==> config.mk <==
export PLATFORM = sky130hd
export DESIGN_NAME = store_buffer_flat
export DESIGN_NICKNAME = d
export VERILOG_FILES = /design/src/rtl/store_buffer_if.sv /design/src/rtl/store_buffer.sv /design/src/flat_wrapper.sv
export SDC_FILE = /design/constraint.sdc
export NUM_CORES = 1
export LEC_CHECK = 0
export ABC_AREA = 1
export CORE_ASPECT_RATIO = 0.75
export CORE_MARGIN = 2
export CORE_UTILIZATION = 40
export CTS_CLUSTER_SIZE = 14
export DETAILED_ROUTE_END_ITERATION = 6
export PLACE_DENSITY = 0.65
export RECOVER_POWER = 50
export SLEW_MARGIN = 15
export SYNTH_ARGS = -nofsm -noshare
export SYNTH_HDL_FRONTEND = slang
export SYNTH_SLANG_ARGS = --single-unit
==> constraint.sdc <==
create_clock -name clk -period 4.5 [get_ports clk]
set_input_delay 0.45 -clock clk [delete_from_list [all_inputs] [get_ports clk]]
set_output_delay 0.45 -clock clk [all_outputs]
set_load 0.02 [all_outputs]
==> images/congestion_map.png <==
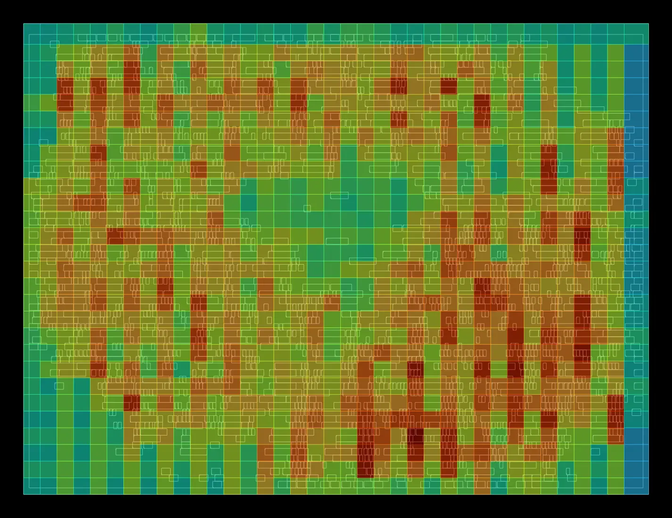
GR Util met3: 4.90%
GR Util met2: 35.2%
most utilized layer in the global route result: met2

==> images/ff_map.png <==
Other sequential cells in the stronger grey, the rest of the logic in the fainter grey.
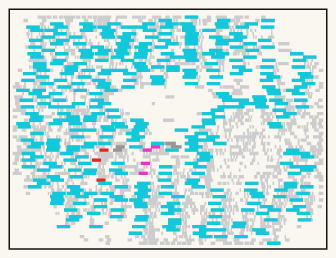
magenta -> `u_core.vld_q`  # flops 4, where centre
cyan -> `u_core.ent_q`  # flops 396, where widely spread
red -> `u_core.count_q`  # flops 3
register area: 0.0121 mm^2
seq pwr: 4.64 mW
Core Util, Final: 50.0%

==> images/clock_wires.png <==
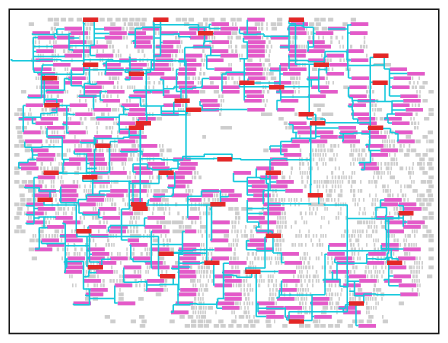
cyan -> clock wires  # length 5270 um
red -> clock-net drivers  # count 42
magenta -> flip-flops  # count 407
routed clock nets = 43
clk_lat worst skew: 0.56 ns
Final Skew: 0.0194 ns
clk pwr: 3.32 mW
Clk pwr share: 27.5%

==> images/class_map.png <==
Scale bar: 100 um.
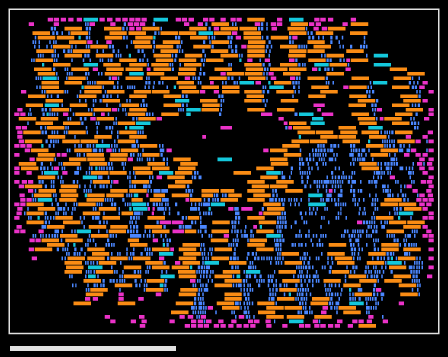
blue -> remaining logic cells  # cells 1623, share of their area 30%
orange -> registers  # cells 407, share of their area 53%
cyan -> clock drivers and dummy loads  # cells 77, share of their area 5.6%
magenta -> remaining buffers and delay cells  # cells 264, share of their area 12%
core area: 0.0477 mm^2
design area: 0.0238 mm^2
# rows: 69
Seq/total area: 50.9%

==> images/floorplan.png <==
Pins as bars on the die edge. Tap cells in grey.
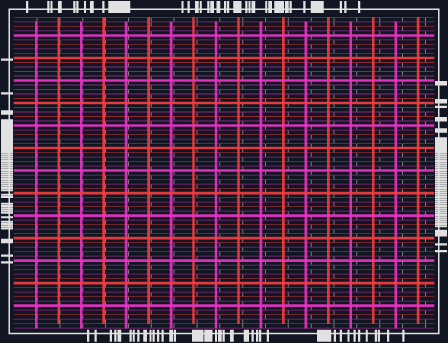
magenta -> VSS
red -> VDD
rows = 69
met1 rails = 70
signal pins = 238
tap cells = 639
chip width: 259 um
Peak VDD IR: 323 uV
die height: 195 um

==> out/results.txt <==
Sink Count - 407
post-route total power - 12.1 mW
Top cell area share - 61.2%
Antenna Nets Post-Route - 0
filler instances - 4425
num ports - 238
Worst Tran Pin Value - 2.30 ns
failing checks - capacitance limit, slew limit
hold_ws - 0.523 ns
WS Path Type - in -> out
Finished Layout Cells - 3014
first-pass GRT wire length - 86700 um
Final Hold Fails - 0
GRT Total Usage - 22.6%
max reg flops - 396
count of library flops with an enable pin - 396
syn nets - 2275
Top Layer Used - met5
area growth from synthesis to layout - 22.5%
slowest cell on the critical path - clkdlybuf4s50_1
Pleak - 9.95 nW
first-pass detailed-route iteration total - 6
hold-fix buffers at CTS - 0
IO Port Bufs - 237
post-CTS resize count - 0
Syn Inst Count - 2130
grt total ovfl - 0
max_cap viols - 7
Clock Tree Root - clkbuf_16
maximum number of pins on one net before global-route repair - 174
Yosys Instances - 2130
commonest cells in the synthesized netlist - nand2_1, edfxtp_1, nor2_1
CP max FO - 40
Slew Viols, Final - 201
hpwl dp - 36200 um
Netlist Area Pre-Place - 0.0194 mm^2
crit share post-route - 92.4%
status - finished, violations left
Setup Buffers After CTS - 0
FF+latch count, synth - 407
met3 wire length - 4960 um
Register-to-Register Path Depth - 7
Crit path largest cell delay - 0.67 ns
Final Setup Violations - 0
total CTS buffers - 42
GPL Wtd Cong - 1.01
## kinds of logic (layout without fill, tap and decap cells)
group / after synthesis / in the layout / share of synthesized area (%)
XOR/XNOR: 14 / 14 / 0.631
buffers and inverters: 399 / 640 / 7.87
AND-OR/OR-AND: 376 / 376 / 9.91
adder cells (fa/ha/maj): 10 / 10 / 0.682
AND/OR/NAND/NOR: 924 / 924 / 18.6
other: 0 / 4 / 0
flip-flops: 407 / 407 / 62.3
## report_power, final
part	internal, mW	switching, mW
clock	1.81	1.52
sequential	4.45	0.197
combinational	1.48	2.62
## metal layers
metal	vias to the layer above	GRT usage (%)
met5	-	0
met1	7202	32.0
met2	599	35.2
met3	87	4.90
met4	10	5.63
li1	7302	-
## cell type report
class                   count  area share (%)
diodes                      4          0.0420
clock buffers              50            4.58
clock inverters            27           0.815
inverters                 299            4.76
multi-input cells        1324            24.4
flip-flops and latches    407            50.9
well taps                 639            3.36
repair buffers            264            11.2
## tightest hold or removal path, cell delays in order, from the launching register on
cell     delay [ns]
dfxtp_1        0.34
inv_1          0.07
a21oi_1        0.06
## cells in the final DEF (no fill, tap or decap), drive strengths merged
cell type      instances
diode                  4
a21oi                127
xnor2                 10
clkinv                24
clkdlybuf4s50        170
nor2                 365
o22ai                  3
dfxtp                 11
nand3                 14
nand2                512
fa                     1
ha                     9
bufinv                 1
edfxtp               396
o21ai                245
nand3b                32
xor2                   4
clkbuf                54
nor3                   1
buf                   23
clkinvlp               5
a21boi                 1
dlygate4sd3           67
inv                  296
Power and IR drop assume default switching activity.
